### config.mk
export PLATFORM = sky130hd
export DESIGN_NAME = display_arbiter
export DESIGN_NICKNAME = d
export VERILOG_FILES = /design/src/rtl/display_arbiter_pkg.sv /design/src/rtl/display_arbiter_seg_scan_driver.sv /design/src/rtl/display_arbiter.sv
export SDC_FILE = /design/constraint.sdc
export NUM_CORES = 1
export LEC_CHECK = 0
export CORE_MARGIN = 1.5
export CORE_UTILIZATION = 55
export DETAILED_ROUTE_END_ITERATION = 7
export GPL_ROUTABILITY_DRIVEN = 1
export MAX_ROUTING_LAYER = met4
export PLACE_DENSITY = 0.95
export SLEW_MARGIN = 20
export SYNTH_ARGS = -nofsm -noshare
export SYNTH_HDL_FRONTEND = slang
export SYNTH_HIERARCHICAL = 1
export SYNTH_SLANG_ARGS = --single-unit
### constraint.sdc
create_clock -name clk -period 5.42 [get_ports clk]
set_input_delay 1.084 -clock clk [delete_from_list [all_inputs] [get_ports clk]]
set_output_delay 1.084 -clock clk [all_outputs]
set_load 0.05 [all_outputs]
### src/rtl/display_arbiter_pkg.sv
`default_nettype none
// ============================================================================
// display_arbiter_pkg : shared BCD/segment constants and arbiter state codes
// Revision: 1.0
// ============================================================================
package display_arbiter_pkg;

    localparam logic [3:0]  BCD_DASH   = 4'hA;
    localparam logic [3:0]  BCD_BLANK  = 4'hF;
    localparam logic [15:0] FRAME_IDLE = 16'hAAAA;

    // Active-low segments, bit 6 = a ... bit 0 = g
    localparam logic [6:0] SEG_0     = 7'b0000001;
    localparam logic [6:0] SEG_1     = 7'b1001111;
    localparam logic [6:0] SEG_2     = 7'b0010010;
    localparam logic [6:0] SEG_3     = 7'b0000110;
    localparam logic [6:0] SEG_4     = 7'b1001100;
    localparam logic [6:0] SEG_5     = 7'b0100100;
    localparam logic [6:0] SEG_6     = 7'b0100000;
    localparam logic [6:0] SEG_7     = 7'b0001111;
    localparam logic [6:0] SEG_8     = 7'b0000000;
    localparam logic [6:0] SEG_9     = 7'b0000100;
    localparam logic [6:0] SEG_DASH  = 7'b1111110;
    localparam logic [6:0] SEG_BLANK = 7'b1111111;

    localparam logic [0:0] ST_IDLE = 1'b0;
    localparam logic [0:0] ST_OWN  = 1'b1;

    function automatic logic [6:0] seg_decode(input logic [3:0] bcd);
        logic [6:0] seg;
        case (bcd)
            4'h0:      seg = SEG_0;
            4'h1:      seg = SEG_1;
            4'h2:      seg = SEG_2;
            4'h3:      seg = SEG_3;
            4'h4:      seg = SEG_4;
            4'h5:      seg = SEG_5;
            4'h6:      seg = SEG_6;
            4'h7:      seg = SEG_7;
            4'h8:      seg = SEG_8;
            4'h9:      seg = SEG_9;
            BCD_DASH:  seg = SEG_DASH;
            BCD_BLANK: seg = SEG_BLANK;
            default:   seg = SEG_BLANK;
        endcase
        return seg;
    endfunction

endpackage
`default_nettype wire

### src/rtl/display_arbiter_seg_scan_driver.sv
`default_nettype none
// ============================================================================
// seg_scan_driver : digit scan, tear-free frame latch and registered decode
// Revision: 1.0
// ============================================================================
module seg_scan_driver
    import display_arbiter_pkg::*;
#(
    parameter int SCAN_DIV = 13
) (
    input  logic        clk,
    input  logic        rst,
    input  logic [15:0] frame_in,
    output logic [3:0]  digit,
    output logic [6:0]  display
);

    logic [SCAN_DIV-1:0] cnt_q, cnt_d;
    logic [1:0]          idx_q, idx_d;
    logic [15:0]         frame_q, frame_d;
    logic [3:0]          digit_q, digit_d;
    logic [6:0]          display_q, display_d;
    logic                wrap;
    logic                boundary;

    always_ff @(posedge clk or negedge rst) begin
        if (!rst) begin
            cnt_q     <= '0;
            idx_q     <= 2'd0;
            frame_q   <= FRAME_IDLE;
            digit_q   <= 4'b1111;
            display_q <= SEG_BLANK;
        end else begin
            cnt_q     <= cnt_d;
            idx_q     <= idx_d;
            frame_q   <= frame_d;
            digit_q   <= digit_d;
            display_q <= display_d;
        end
    end

    // Digit 0 of a new frame is decoded from the freshly loaded frame, so
    // all four digits of one scan always come from the same frame.
    always_comb begin
        cnt_d     = cnt_q + 1'b1;
        wrap      = &cnt_q;
        boundary  = wrap && (idx_q == 2'd3);
        idx_d     = wrap ? idx_q + 2'd1 : idx_q;
        frame_d   = boundary ? frame_in : frame_q;
        digit_d   = wrap ? ~(4'b0001 << idx_d) : digit_q;
        display_d = wrap ? seg_decode(frame_d[{idx_d, 2'b00} +: 4]) : display_q;
    end

    assign digit   = digit_q;
    assign display = display_q;

endmodule
`default_nettype wire

### src/rtl/display_arbiter.sv
`default_nettype none
// ============================================================================
// display_arbiter : fixed-priority display sharing with minimum-hold guard
// Revision: 1.0
// ============================================================================
module display_arbiter
    import display_arbiter_pkg::*;
#(
    parameter int NUM_REQ     = 3,
    parameter int HOLD_CYCLES = 1024,
    parameter int SCAN_DIV    = 13
) (
    input  logic                  clk,
    input  logic                  rst,
    input  logic [NUM_REQ-1:0]    req,
    input  logic [16*NUM_REQ-1:0] frame,
    output logic [NUM_REQ-1:0]    gnt,
    output logic [1:0]            owner,
    output logic [3:0]            DIGIT,
    output logic [6:0]            DISPLAY
);

    localparam int              HOLD_W   = $clog2(HOLD_CYCLES + 1);
    localparam logic [HOLD_W-1:0] HOLD_MAX = HOLD_W'(HOLD_CYCLES);

    logic [0:0]         state_q, state_d;
    logic [NUM_REQ-1:0] gnt_q, gnt_d;
    logic [1:0]         owner_q, owner_d;
    logic [HOLD_W-1:0]  hold_q, hold_d;

    logic               any_req;
    logic [1:0]         win_idx;
    logic               owner_live;
    logic [15:0]        frame_sel;

    // State register
    always_ff @(posedge clk or negedge rst) begin
        if (!rst) begin
            state_q <= ST_IDLE;
            gnt_q   <= '0;
            owner_q <= 2'd0;
            hold_q  <= '0;
        end else begin
            state_q <= state_d;
            gnt_q   <= gnt_d;
            owner_q <= owner_d;
            hold_q  <= hold_d;
        end
    end

    // Lowest-index live request wins; descending loop leaves the lowest set bit
    always_comb begin
        any_req    = |req;
        win_idx    = 2'd0;
        owner_live = 1'b0;
        for (int i = NUM_REQ - 1; i >= 0; i--) begin
            if (req[i]) win_idx = 2'(i);
        end
        for (int i = 0; i < NUM_REQ; i++) begin
            if (owner_q == 2'(i) && req[i]) owner_live = 1'b1;
        end
    end

    // Next-state
    always_comb begin
        state_d = state_q;
        gnt_d   = gnt_q;
        owner_d = owner_q;
        hold_d  = hold_q;
        case (state_q)
            ST_IDLE: begin
                if (any_req) begin
                    state_d = ST_OWN;
                    gnt_d   = NUM_REQ'(1) << win_idx;
                    owner_d = win_idx;
                    hold_d  = '0;
                end
            end
            ST_OWN: begin
                hold_d = (hold_q == HOLD_MAX) ? hold_q : hold_q + 1'b1;
                if (!owner_live) begin
                    hold_d = '0;
                    if (any_req) begin
                        gnt_d   = NUM_REQ'(1) << win_idx;
                        owner_d = win_idx;
                    end else begin
                        state_d = ST_IDLE;
                        gnt_d   = '0;
                        owner_d = 2'd0;
                    end
                end else if (hold_q == HOLD_MAX && any_req && win_idx < owner_q) begin
                    gnt_d   = NUM_REQ'(1) << win_idx;
                    owner_d = win_idx;
                    hold_d  = '0;
                end
            end
            default: begin
                state_d = ST_IDLE;
                gnt_d   = '0;
                owner_d = 2'd0;
                hold_d  = '0;
            end
        endcase
    end

    // Outputs
    always_comb begin
        gnt       = gnt_q;
        owner     = owner_q;
        frame_sel = FRAME_IDLE;
        if (state_q == ST_OWN) begin
            for (int i = 0; i < NUM_REQ; i++) begin
                if (owner_q == 2'(i)) frame_sel = frame[16*i +: 16];
            end
        end
    end

    seg_scan_driver #(
        .SCAN_DIV (SCAN_DIV)
    ) u_scan (
        .clk      (clk),
        .rst      (rst),
        .frame_in (frame_sel),
        .digit    (DIGIT),
        .display  (DISPLAY)
    );

endmodule
`default_nettype wire
met1.png
Drawn at 3 px/um.
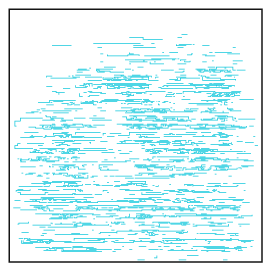
- nets with wire on the layer: 445
- wire length on this layer: 3530 um
- longest straight run: 20.7 um

final_congestion.png
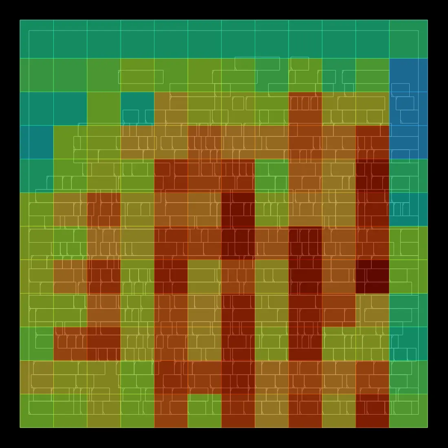
global route hottest layer: met2
met1 Usage GRT: 30.3%
met2 track utilization from global routing: 51.9%
core utilization of the finished layout: 70.7%
met3 track demand over resource in global routing: 7.91%

zoom.png
Region (50, 50) to (75, 75) um. Cells in grey, sequential cells in the stronger grey; small squares are vias.
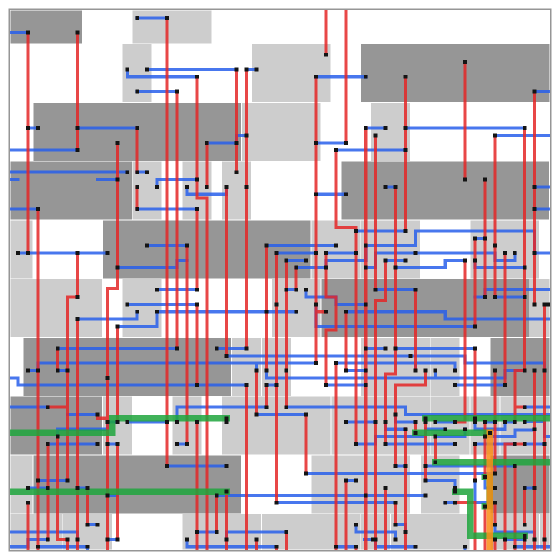
- orange: met4
- green: met3
- red: met2
- blue: met1
- netlist names of flops here include: u_scan/digit (4), u_scan/display (3)
- sequential cells in the window: 8
- most frequent: dfstp_2 (7), nand2_1 (6), a31oi_1 (4)
- cells with their middle in the window: 43

gate_families.png
Drawn at 3 px/um.
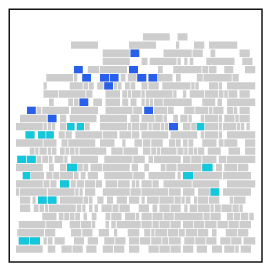
- blue: XOR/XNOR gates (cells 14; most used xnor2_1)
- cyan: AND-OR and OR-AND gates (cells 18; most used a21o_1)
combinational fraction of the cell area: 43.9%
most used logic cell in the final layout: clkdlybuf4s50_1
non-filler cells in the finished layout: 508

==> out/qor.log <==
INFO  synth          yosys.stat.seqShare=41.1%
INFO  detailed_routing wl_per_cell=18.4um
INFO  die            chip_area=0.00702mm2
INFO  sta            drv_slew=0
INFO  sta            clock_skew=0.00768ns
INFO  synth          postSynthRegisterBits=58
INFO  flow_run       timing.max_cap.violations=0
INFO  synth          enable_flop_cells=0
INFO  critical_path  slowest_delay=0.71ns
INFO  layout         finalNetCount=489
INFO  clock_network  worstSkewPairLatency=0.34ns
INFO  global_route   grt_overflow=0
INFO  sta            slew_headroom=39.0%
INFO  detailed_routing routed_via_density=6.26
INFO  sta            min_period_over_period=76.2%
INFO  critical_path  critical_path.startpoint_type=flop
INFO  synth          syn_area=0.00359mm2
INFO  sta            max_freq=242MHz
INFO  critical_path  crit_slowest_cell=a21boi_0
INFO  flow_run       tally_of_openroad_warnings=32
INFO  synth          postSynth.topFlopCell=dfrtp_1
INFO  die            floorplan.io_pins=69
INFO  die            core_region_area=0.00631mm2
INFO  placement      port-buffer-count=68
INFO  power_and_ir_drop power_per_cell_area=233mW/mm2
INFO  detailed_routing first_pass_drt_iterations=5
INFO  synth          share_of_flip_flops_with_an_asynchronous_set_or_reset=100%
INFO  die            chipWidth=83.8um
INFO  detailed_routing drtAntennaViolNets=0
INFO  power_and_ir_drop total_power=1.04mW
INFO  clock_network  clockRootBuffer=clkbuf_8
INFO  critical_path  crit_path_max_fanout=16
INFO  layout         fraction_of_final_layout_cells_with_drive_strength_greater_than_1=17.9%
INFO  synth          synth.distinct_cells=56
INFO  clock_network  cts.reportedPaths.clkPinSlew=0.07ns
INFO  global_route   tot_gr_track_use=28.8%
INFO  run_status     status=finished, final reports clean
INFO  power_and_ir_drop vdd.ir_drop.worst=0.198mV
INFO  sta            worst_pin_slew=0.915ns
INFO  detailed_routing drt_drc_violations_left=0
INFO  power_and_ir_drop p_leak=1.88nW
INFO  synth          postSynthCellCount=364
INFO  clock_network  cts_max_path_buffers=2
INFO  global_route   number_of_antenna_violations_at_the_first_check_in_global_routing=0
INFO  critical_path  timing.critical_path.to_type=flop
INFO  die            die_h=83.8um
INFO  global_route   grt_pass1_wl=15500um
INFO  clock_network  tritoncts_num_sinks=58
INFO  placement      dp_wirelength=6510um
INFO  die            standard_cell_rows=29
INFO  detailed_routing vias=3178
INFO  synth          synth_stat.cells=364
INFO  clock_network  post_cts_hold_buffer_count=0
INFO  global_route   grt_pass1_vias=3353
INFO  sta            min_clock_period_post_route=4.13ns
INFO  layout         antenna-diode-count=0
INFO  layout         area_growth=24.4%
INFO  critical_path  critical_path_arrival=4.39ns
INFO  placement      gp_routability_congestion=0.903
INFO  clock_network  htree_levels=3
INFO  synth          syn-num-nets=427
INFO  critical_path  criticalPathCategory=reg -> reg
INFO  die            fp_util=56.8%
INFO  clock_network  post_cts_repair_setup_buffers=0
INFO  layout         finalInstanceArea=0.00446mm2
INFO  sta            fin_setup_tns=0ns
INFO  clock_network  cts_resized=0
INFO  detailed_routing drt-total-wl=9370um
INFO  synth          synth_chip_area=0.00359mm2
INFO  detailed_routing detail_route.iter0.violations=264
INFO  critical_path  timing.critical_path.cells=ha_1, and4_1, nand4_1, a21boi_0, inv_1, a211oi_1, a221o_1, inv_1, ha_1, nand2_1, o32ai_1, a31oi_1
INFO  layout         mostFrequentLayoutCells=clkdlybuf4s50_1, dfrtp_1, nand2_1, nor2_1, mux2_2
INFO  critical_path  worst-endpoint-required=5.69ns
INFO  clock_network  cts_made_buffers=9
INFO  clock_network  cts_tree=done
INFO  worst_hold_path worst_hold_path_type=reg -> reg
INFO  sta            fin_hold_viols=0
INFO  global_route   maximum_number_of_pins_on_one_net_before_global_route_repair=59
INFO  sta            setup_violating_endpoint_count_in_the_final_report=0
INFO  synth          synth.yosys.warnings=6
INFO  synth          syn_avg_cell_area=9.86um2
INFO  placement      placedInstanceArea=0.00428mm2
INFO  sta            setup_repair_after_global_routing_missed_its_margin=false
[final cells by class]
type                            instances  area [um2]
Multi-Input combinational cell        272        1960
Fill cell                             423        1850
Sequential cell                        58        1480
Timing Repair Buffer                   71         698
Clock buffer                           14         173
Tap cell                               77        96.3
Inverter                               14        52.6
Clock inverter                          2        10.0
[critical path, delay by kind of cell, from the launching register on]
family,cells,cell delay (ns)
adder cells (fa/ha/maj),2,0.59
buffers and inverters,2,0.31
AND/OR/NAND/NOR,3,1.14
flip-flops,1,0.38
AND-OR/OR-AND,5,1.63
[cells by family after synthesis]
kind of cell | Yosys count | share of synthesized area (%)
xor+xnor | 14 | 3.42
flops | 58 | 41.1
fa+ha+maj | 10 | 3.49
compound gates | 87 | 17.3
simple gates | 119 | 16.7
mux | 42 | 13.5
buf+inv | 34 | 4.46
[metal layers]
| layer | routed length [um] | part of all wire [%] | vias up |
|---|---|---|---|
| met5 | 0 | 0 | - |
| met4 | 221 | 2.4 | 0 |
| met3 | 490 | 5.2 | 28 |
| met2 | 5120 | 55 | 128 |
| met1 | 3530 | 38 | 1568 |
| li1 | - | - | 1454 |
[path summary, 6_finish.rpt]
path,slack [ns],to,cells after the start,start
worst max-delay path,1.29,u_scan/display[3],12,u_scan/cnt_q[0]
worst min-delay path,0.45,u_scan/digit[1],2,u_scan/digit[1]
max in group asynchronous,4.08,state_q,2,rst
min in group asynchronous,0.88,u_scan/frame_q[14],2,rst
worst max register to register,1.29,u_scan/display[3],12,u_scan/cnt_q[0]
worst min register to register,0.45,u_scan/digit[1],2,u_scan/digit[1]
[state kept, by name, indices dropped and copies added (netlist names)]
| register | cells |
|---|---|
| u_scan/cnt_q | 13 |
| state_q | 1 |
| u_scan/frame_q | 16 |
| u_scan/idx_q | 2 |
| gnt | 2 |
| u_scan/digit | 4 |
| u_scan/display | 7 |
| hold_q | 11 |
| owner | 2 |
[per-stage QoR]
step	instances	setup WS, ns	util, %	hold slack (ns)
global placement	492	1.60	67.8	0.446
detailed placement	492	1.46	67.8	0.446
CTS	508	1.42	70.7	0.455
finish	508	1.29	70.7	0.451
floorplan	364	2.00	-	0.444
global route	508	1.14	70.7	0.484
[report_power, final]
part | internal (mW) | switching (mW) | leakage, nW | total, mW
combinational | 0.101 | 0.108 | 1.07 | 0.209
sequential | 0.443 | 0.0256 | 0.719 | 0.469
clock | 0.202 | 0.160 | 0.0965 | 0.362
total | 0.747 | 0.293 | 1.88 | 1.04
[cell usage after synthesis, types with 3 or more instances]
library cell	count	share of area, %
dfrtp_1	39	27
nand2_1	33	3.5
nor2_1	27	2.8
mux2_2	24	7.5
dfstp_2	19	14
nand3_1	15	2.1
a21oi_1	14	2.0
inv_1	14	1.5
mux2i_1	14	3.9
o21ai_0	14	2.0
xnor2_1	11	2.7
ha_1	10	3.5
o22ai_1	10	1.7
clkbuf_1	9	0.94
nor2b_1	9	1.6
nand4_1	7	1.2
a211oi_1	6	1.3
a21o_1	6	1.3
nor3_1	6	0.84
buf_2	5	0.70
a22o_1	4	0.98
a31oi_1	4	0.70
a41oi_1	4	0.98
and3_1	4	0.70
and4_1	3	0.73
buf_4	3	0.63
nor4_1	3	0.52
o31ai_2	3	1.0
xor2_1	3	0.73
Power is estimated from default activity; no workload was simulated.
